[config.mk]
export PLATFORM = sky130hd
export DESIGN_NAME = hamming_sec_decoder_pipe
export DESIGN_NICKNAME = d
export VERILOG_FILES = /design/src/rtl/hamming_sec_pkg.sv /design/src/rtl/hamming_sec_decoder_pipe_syndrome.sv /design/src/rtl/hamming_sec_decoder_pipe.sv
export SDC_FILE = /design/constraint.sdc
export NUM_CORES = 1
export LEC_CHECK = 0
export CORE_MARGIN = 2
export CORE_UTILIZATION = 50
export DETAILED_ROUTE_END_ITERATION = 8
export GPL_TIMING_DRIVEN = 1
export PLACE_DENSITY = 0.8
export SLEW_MARGIN = 30
export SYNTH_ARGS = -nofsm -noshare
export SYNTH_HDL_FRONTEND = slang
export SYNTH_SLANG_ARGS = --single-unit
[constraint.sdc]
create_clock -name clk -period 2.17 [get_ports clk]
set_input_delay 0.434 -clock clk [delete_from_list [all_inputs] [get_ports clk]]
set_output_delay 0.434 -clock clk [all_outputs]
set_load 0.01 [all_outputs]
[src/rtl/hamming_sec_pkg.sv]
// hamming_sec_pkg: (12,8) single-error-correcting codeword layout, syndrome constants and helpers.
package hamming_sec_pkg;
    localparam int CODE_W = 12;
    localparam int DATA_W = 8;
    localparam int SYN_W = 4;
    localparam int C_P0 = 0, C_P1 = 1, C_D0 = 2, C_P2 = 3, C_D1 = 4, C_D2 = 5;
    localparam int C_D3 = 6, C_P3 = 7, C_D4 = 8, C_D5 = 9, C_D6 = 10, C_D7 = 11;
    localparam logic [SYN_W-1:0] SYN_OK = 4'b0000;
    localparam logic [SYN_W-1:0] SYN_MAX_MAPPED = 4'b1100;
    localparam logic [SYN_W-1:0] SYN_UNC_A = 4'b1101;
    localparam logic [SYN_W-1:0] SYN_UNC_B = 4'b1110;
    localparam logic [SYN_W-1:0] SYN_UNC_C = 4'b1111;

    // Positional Hamming code: a nonzero syndrome n names codeword bit n-1.
    function automatic logic [CODE_W-1:0] flip_mask(input logic [SYN_W-1:0] syn);
        return (syn != SYN_OK && syn <= SYN_MAX_MAPPED) ? CODE_W'(1) << (syn - 4'd1) : '0;
    endfunction

    function automatic logic is_uncorrectable(input logic [SYN_W-1:0] syn);
        return syn == SYN_UNC_A || syn == SYN_UNC_B || syn == SYN_UNC_C;
    endfunction

    function automatic logic [DATA_W-1:0] extract_data(input logic [CODE_W-1:0] c);
        return {c[C_D7], c[C_D6], c[C_D5], c[C_D4], c[C_D3], c[C_D2], c[C_D1], c[C_D0]};
    endfunction
endpackage

[src/rtl/hamming_sec_decoder_pipe_syndrome.sv]
// hamming_sec_syndrome: combinational syndrome of a received 12-bit codeword.
module hamming_sec_syndrome
    import hamming_sec_pkg::*;
(
    input  logic [CODE_W-1:0] code,
    output logic [SYN_W-1:0]  syndrome
);
    assign syndrome = {
        ^{code[11:7]},
        ^{code[11], code[6:3]},
        ^{code[10:9], code[6:5], code[2:1]},
        ^{code[10], code[8], code[6], code[4], code[2], code[0]}
    };
endmodule

[src/rtl/hamming_sec_decoder_pipe.sv]
// hamming_sec_decoder_pipe: 2-stage valid/ready SEC decoder with saturating
// corrected/uncorrectable event counters.
module hamming_sec_decoder_pipe
    import hamming_sec_pkg::*;
#(
    parameter int CNT_W = 16
) (
    input  logic              clk,
    input  logic              rst,
    input  logic              in_valid,
    output logic              in_ready,
    input  logic [11:0]       in_code,
    output logic              out_valid,
    input  logic              out_ready,
    output logic [7:0]        out_data,
    output logic [3:0]        out_syndrome,
    output logic              out_corrected,
    output logic              out_uncorrectable,
    input  logic              clr_counts,
    output logic [CNT_W-1:0]  corr_count,
    output logic [CNT_W-1:0]  uncorr_count
);
    logic              s1_valid, s2_valid, s1_adv, fire;
    logic [CODE_W-1:0] s1_code, fixed;
    logic [SYN_W-1:0]  syn, s1_syn;

    hamming_sec_syndrome u_syn (.code(in_code), .syndrome(syn));

    assign s1_adv    = !s2_valid || out_ready;
    assign in_ready  = !s1_valid || s1_adv;
    assign out_valid = s2_valid;
    assign fire      = s2_valid && out_ready;
    assign fixed     = s1_code ^ flip_mask(s1_syn);

    always_ff @(posedge clk) begin
        if (rst) begin
            s1_valid          <= 1'b0;
            s2_valid          <= 1'b0;
            out_data          <= '0;
            out_syndrome      <= '0;
            out_corrected     <= 1'b0;
            out_uncorrectable <= 1'b0;
            corr_count        <= '0;
            uncorr_count      <= '0;
        end else begin
            if (in_ready) s1_valid <= in_valid;
            if (in_valid && in_ready) begin
                s1_code <= in_code;
                s1_syn  <= syn;
            end
            if (s1_adv) s2_valid <= s1_valid;
            if (s1_valid && s1_adv) begin
                out_data          <= extract_data(fixed);
                out_syndrome      <= s1_syn;
                out_corrected     <= flip_mask(s1_syn) != '0;
                out_uncorrectable <= is_uncorrectable(s1_syn);
            end
            // Counters follow the word being handed off; clear wins over increment.
            corr_count   <= clr_counts ? '0 :
                            (fire && out_corrected && !(&corr_count)) ? corr_count + 1'b1 : corr_count;
            uncorr_count <= clr_counts ? '0 :
                            (fire && out_uncorrectable && !(&uncorr_count)) ? uncorr_count + 1'b1 : uncorr_count;
        end
    end
endmodule

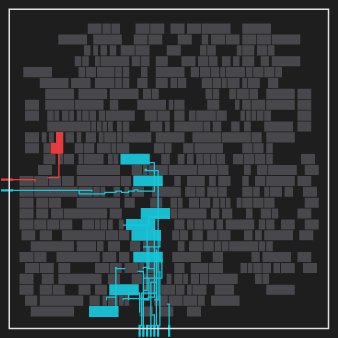
**Above:** run 1 (I/O nets highlighted).
(4 px per um)
| colour | port | direction | edge | end cells | buffers | wire |
|---|---|---|---|---|---|---|
| cyan | `out_data` | output | 7 bottom, 1 left | 8 | 8 | 287 um |
| red | `in_valid` | input | left | 2 | 1 | 19.0 um |

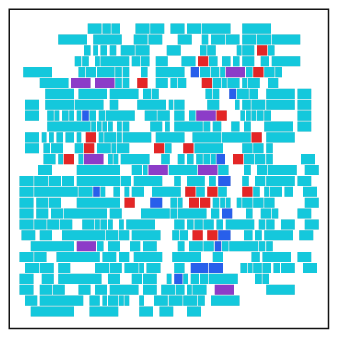
**Above:** run 1 (sizing map).
(4 px per um)
| colour | size | cells | share |
|---|---|---|---|
| purple | x6 and larger | 9 | 2.3% |
| cyan | x1 and smaller | 353 | 89% |
| blue | x2 | 13 | 3.3% |
| red | x3 and x4 | 21 | 5.3% |

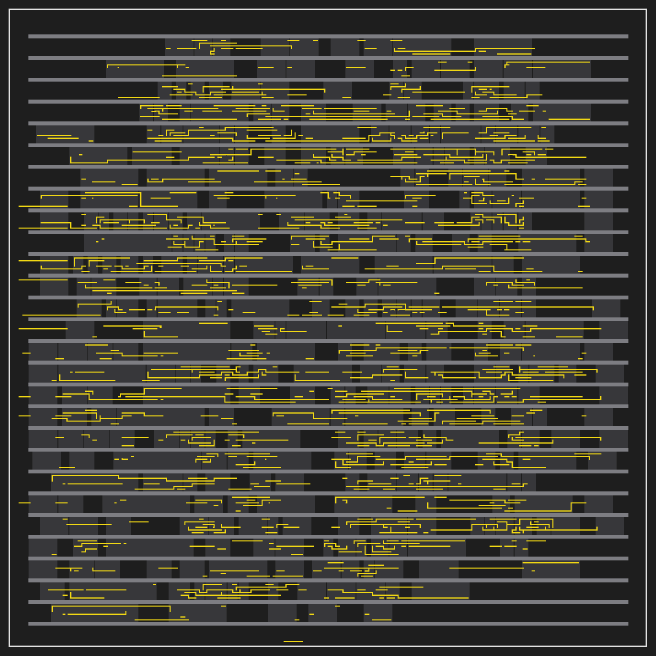
**Above:** run 1 (the metal 1 layer).
(8 px per um) Supply wires on this layer in grey. Cells faint in the background.
nets with wire on the layer: 363
share of all routed wire: 44%
wire length on this layer: 2860 um

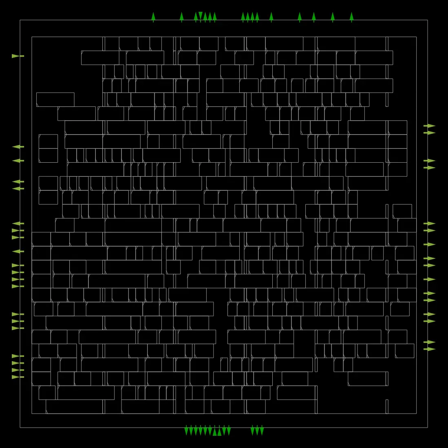
**Above:** run 1 (placed standard cells).
core area: 5510 sq um
row cnt: 27
Taps Inserted: 72

==> notes.md, run 1 <==
The following summarizes the physical implementation.

Route
The routed layout reports a DRC error count of 0. The first detailed-routing pass ran for 4 iterations. The post-detailed-routing wire length is 6470 um.

Global routing
Summed over all routing layers, the global router reports a total usage of 21.7%. The total global routing overflow is 0.

Finish
The fraction of final cell area spent on clock buffers and inverters in this run is under 10%. The number of inverters outside the clock class in the layout is 5. The cell group occupying the most layout area is combinational gates. The count of multi-input gates is around 230. Per the cell usage report, the commonest logic cell in the layout is sky130_fd_sc_hd__clkdlybuf4s50_1.

The final instance area is 3820 sq um. The top cell types in the final layout, fill and taps aside, are sky130_fd_sc_hd__clkdlybuf4s50_1 (63), sky130_fd_sc_hd__dfxtp_1 (48), sky130_fd_sc_hd__a21oi_1 (31). Per the layout area report, the combinational fraction of cell area is between 30% and 40%.

Worst setup path
The endpoint of the most critical setup path is corr_count[15]. The highest fanout seen on the critical path is 5. In this run the critical path is formed by clkdlybuf4s50_1 -> nand3_1 -> or4_1 -> or4_1 -> a21oi_1.

The most critical setup path has its startpoint at out_ready. The type of the worst setup path is in2reg. The timing report gives the biggest stage delay along the critical path as about 0.57 ns. The depth of the worst register-to-register path is 5.

The kind of capture point of the worst setup path is a register.

Placement
The HPWL reported at the end of detailed placement is 4790 um. Per the placement log, port buffering inserted between 60 and 70 buffers. Before CTS, the worst setup slack after placement is -0.232 ns. After detailed placement, the total cell area comes to 3660 sq um.

Synth
Summing the areas of all xor and xnor instances in the mapped netlist gives 7.38% of the synthesized area. Before any placement, the netlist area is recorded as 2850 sq um. The most common cell in the synthesized netlist is sky130_fd_sc_hd__dfxtp_1. The synthesized-area fraction occupied by adder cells is 0.879%. The synthesis report gives the async set-or-reset register share as 0%. The combinational family with the most area after synthesis is simple AND/OR/NAND/NOR gates. The mux share of post-synthesis cell area is 0.352%. The synthesized instance count is between 300 and 400. Of the total synthesized cell area, the portion taken by AND, OR, NAND and NOR gates is 25.1%. The synthesized design contains 60 register bits. For this run, the number of Yosys warnings is 0. Post-synth the commonest register cell is sky130_fd_sc_hd__dfxtp_1. For this run, the chip area from Yosys synthesis comes to ~2800 sq um.

Die
The top-level I/O count is between 60 and 70. The chip area is between 6000 and 7000 sq um. The die height is around 79 um.

Final timing
The worst relative slew slack is between 60 and 70%. The shortest period the worst path allows is roughly 2.1 ns. The transition time at the pin with the least slew margin is ~0.5 ns.

On the final layout, the worst hold slack is 0.470 ns. Setup repair after global routing left no endpoint under its margin.

Clock tree
The insertion delay at the late pin of the worst-skew pair is roughly 0.34 ns. The total setup buffers inserted after CTS is 0. The clock input transition at the sequential cells of the worst setup and hold paths is roughly 0.060 ns.

Power and ir drop
Power attributed to sequential cells is ~0.0012 W. The power report puts the leakage power at ~1.2 nW. The ratio of total power to cell area is between 500 and 600 nW/um^2.

Run status
The run finished with clean final reports.

Hold path
The launch instance of the worst min-delay path is out_syndrome[0]. The type recorded for the worst min-delay path is reg2reg.

Run
The run reported a max-capacitance violation count of 0.
==> run 1: worst max-delay path, delay by kind of cell <==
| family | cells | cell delay, ns |
|---|---|---|
| simple gates | 3 | 1.22 |
| buf+inv | 1 | 0.54 |
| compound gates | 1 | 0.14 |
==> run 1: per-layer routing <==
metal / GRT usage [%] / up-vias / wire length (um)
met2: 36.3 / 66 / 3210
li1: - / 1326 / -
met1: 26.1 / 1232 / 2860
met3: 4.64 / 13 / 306
met5: 0 / - / 0
met4: 11.0 / 0 / 104
==> run 1 -> run 2 <==
--- a/config.mk
+++ b/config.mk
@@ -9,6 +9,7 @@
 export CORE_UTILIZATION = 50
 export DETAILED_ROUTE_END_ITERATION = 8
 export GPL_TIMING_DRIVEN = 1
+export MAX_ROUTING_LAYER = met4
 export PLACE_DENSITY = 0.8
 export SLEW_MARGIN = 30
 export SYNTH_ARGS = -nofsm -noshare
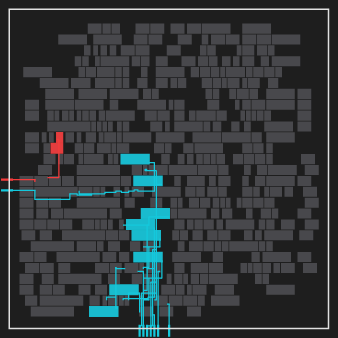
**Above:** run 2 (I/O nets highlighted).
(4 px per um)
| colour | port | direction | edge | end cells | buffers | wire |
|---|---|---|---|---|---|---|
| cyan | `out_data` | output | 7 bottom, 1 left | 8 | 8 | 290 um |
| red | `in_valid` | input | left | 2 | 1 | 19.0 um |

==> notes.md, run 2 <==
The following summarizes the physical implementation.

Global routing
The routing usage on met2 came to 36.3% (unchanged). The global router's overall resource usage is 22.3% (was 21.7%). The global-route layer with the greatest usage is met2 (unchanged). The total global routing overflow is 0 (unchanged).

The global-route met3 utilization is 5.66% (was 4.64%). The maximum number of pins on one net before global-route repair is 24 (unchanged). The met1 layer usage reported by global route is 26.3% (was 26.1%).

Route
The total DRC errors in the routed layout is 0 (unchanged). The via count is 2628 (was 2637). The highest layer used for signal routing is met4 (unchanged). The iteration tally of the first detailed-router pass is 4 (unchanged). The met1 routed wirelength after detailed routing was 2880 um (was 2860 um). The amount of wire on met2 after detailed routing was 3220 um (was 3210 um). The total length of routed met3 wires was 324 um (was 306 um).

The post-detailed-routing wire length is 6490 um (was 6470 um).

Power and ir drop
The power in sequential cells came to 0.00121 W (about the same). The static power due to leakage is 1.21 nW (unchanged). The ratio of total power to cell area was 598 nW/um^2 (was 599 nW/um^2). The switching share of power was 25.2% (was 25.3%).

Synth
The post-synthesis async set-or-reset flop share is 0% (unchanged). The cell count after synthesis is 313 (unchanged). The flip-flop and latch count after synthesis is 60 (unchanged).

The synthesized-area fraction occupied by adder cells was 0.879% (unchanged). The area share of xor/xnor cells in the synthesized design is 7.38% (unchanged). The area share of and/or/nand/nor cells after synthesis is 25.1% (unchanged). The synthesized area is 2850 sq um (unchanged). The most common cell in the synthesized netlist was sky130_fd_sc_hd__dfxtp_1 (unchanged).

The combinational family with the most area after synthesis is simple AND/OR/NAND/NOR gates (unchanged). The Yosys warning count is 0 (unchanged). The mux share of post-synthesis cell area is 0.352% (unchanged). The leading register cell type out of synthesis is sky130_fd_sc_hd__dfxtp_1 (unchanged).

Worst setup path
The kind of capture point of the worst setup path is a register (unchanged). Cell Chain, Critical Path: clkdlybuf4s50_1 -> nand3_1 -> or4_1 -> or4_1 -> a21oi_1 (unchanged). The largest stage delay on the critical path is 0.58 ns (was 0.57 ns). The highest fanout seen on the critical path came to 5 (unchanged). The gate family responsible for the most delay along the worst path is simple AND/OR/NAND/NOR gates (unchanged).

The buffering stage count on the worst path with inverters included is 1 (unchanged). The type of the worst setup path is in2reg (unchanged). The depth of the critical timing path with buffers and inverters included is 5 (unchanged).

Die
The top-level I/O count is 65 (unchanged). The die height is 79.5 um (unchanged). The core region area is 5510 sq um (unchanged).

The chip area is 6310 sq um (unchanged). The number of well taps came to 72 (unchanged). The number of standard-cell rows in the floorplan is 27 (unchanged).

Placement
The total of buffers placed on input and output ports was 64 (unchanged). The HPWL reported at the end of detailed placement is 4790 um (unchanged). The worst slack after detailed placement was -0.232 ns (unchanged). The cell area after placement is 3660 sq um (unchanged).

Final timing
The shortest period the worst path allows is 2.07 ns (was 2.06 ns). Setup repair after global routing missed its margin: false (unchanged). The worst slack on hold paths was 0.475 ns (was 0.470 ns). The transition time at the pin with the least slew margin is 0.515 ns (about the same).

Run
The reported max-cap violation count was 0 (unchanged).

Clock tree
The clock input transition at the sequential cells of the worst setup and hold paths is 0.06 ns (about the same). The insertion delay at the late pin of the worst-skew pair is 0.34 ns (about the same).

Finish
The clock tree cell share of total cell area is 4.16% (unchanged). The commonest non-fill, non-tap cell in the layout is sky130_fd_sc_hd__clkdlybuf4s50_1 (unchanged). The cell group occupying the most layout area is combinational gates (unchanged). The final instance area is 3820 sq um (unchanged). The count of multi-input gates came to 231 (unchanged). The multi-input logic portion of the cell area was 37.7% (unchanged).

The number of inverters outside the clock class in the layout is 5 (unchanged).

Hold path
The classification of the worst-slack hold path is reg2reg (unchanged).

Run status
Status: finished clean (unchanged).
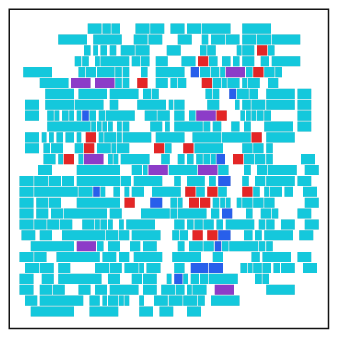
**Above:** run 2 (sizing map).
(4 px per um)
| colour | size | cells | share |
|---|---|---|---|
| red | x3 and x4 | 21 | 5.3% |
| blue | x2 | 13 | 3.3% |
| cyan | x1 and smaller | 353 | 89% |
| purple | x6 and larger | 9 | 2.3% |

==> run 2: cell counts in the layout (fill, tap and decap cells not counted) <==
No cell type changed its count.
==> run 2: how the worst max path moves through the flow <==
stage	start	end	slack, ns
floorplan	uncorr_count[0]	uncorr_count[14]	0.27
global placement	out_ready	corr_count[15]	-0.21
detailed placement	out_ready	corr_count[15]	-0.23
CTS	out_ready	corr_count[15]	0.11
global route	out_ready	corr_count[15]	0.04
finish	out_ready	corr_count[15]	0.1
==> run 2: timing repair <==
item                                    in CTS  in global routing
endpoints found under the setup margin       1                  0
resized                                      2                  0
hold buffers                                 0                  0
buffers inserted                             0                  0
Power is estimated from default activity; no workload was simulated.
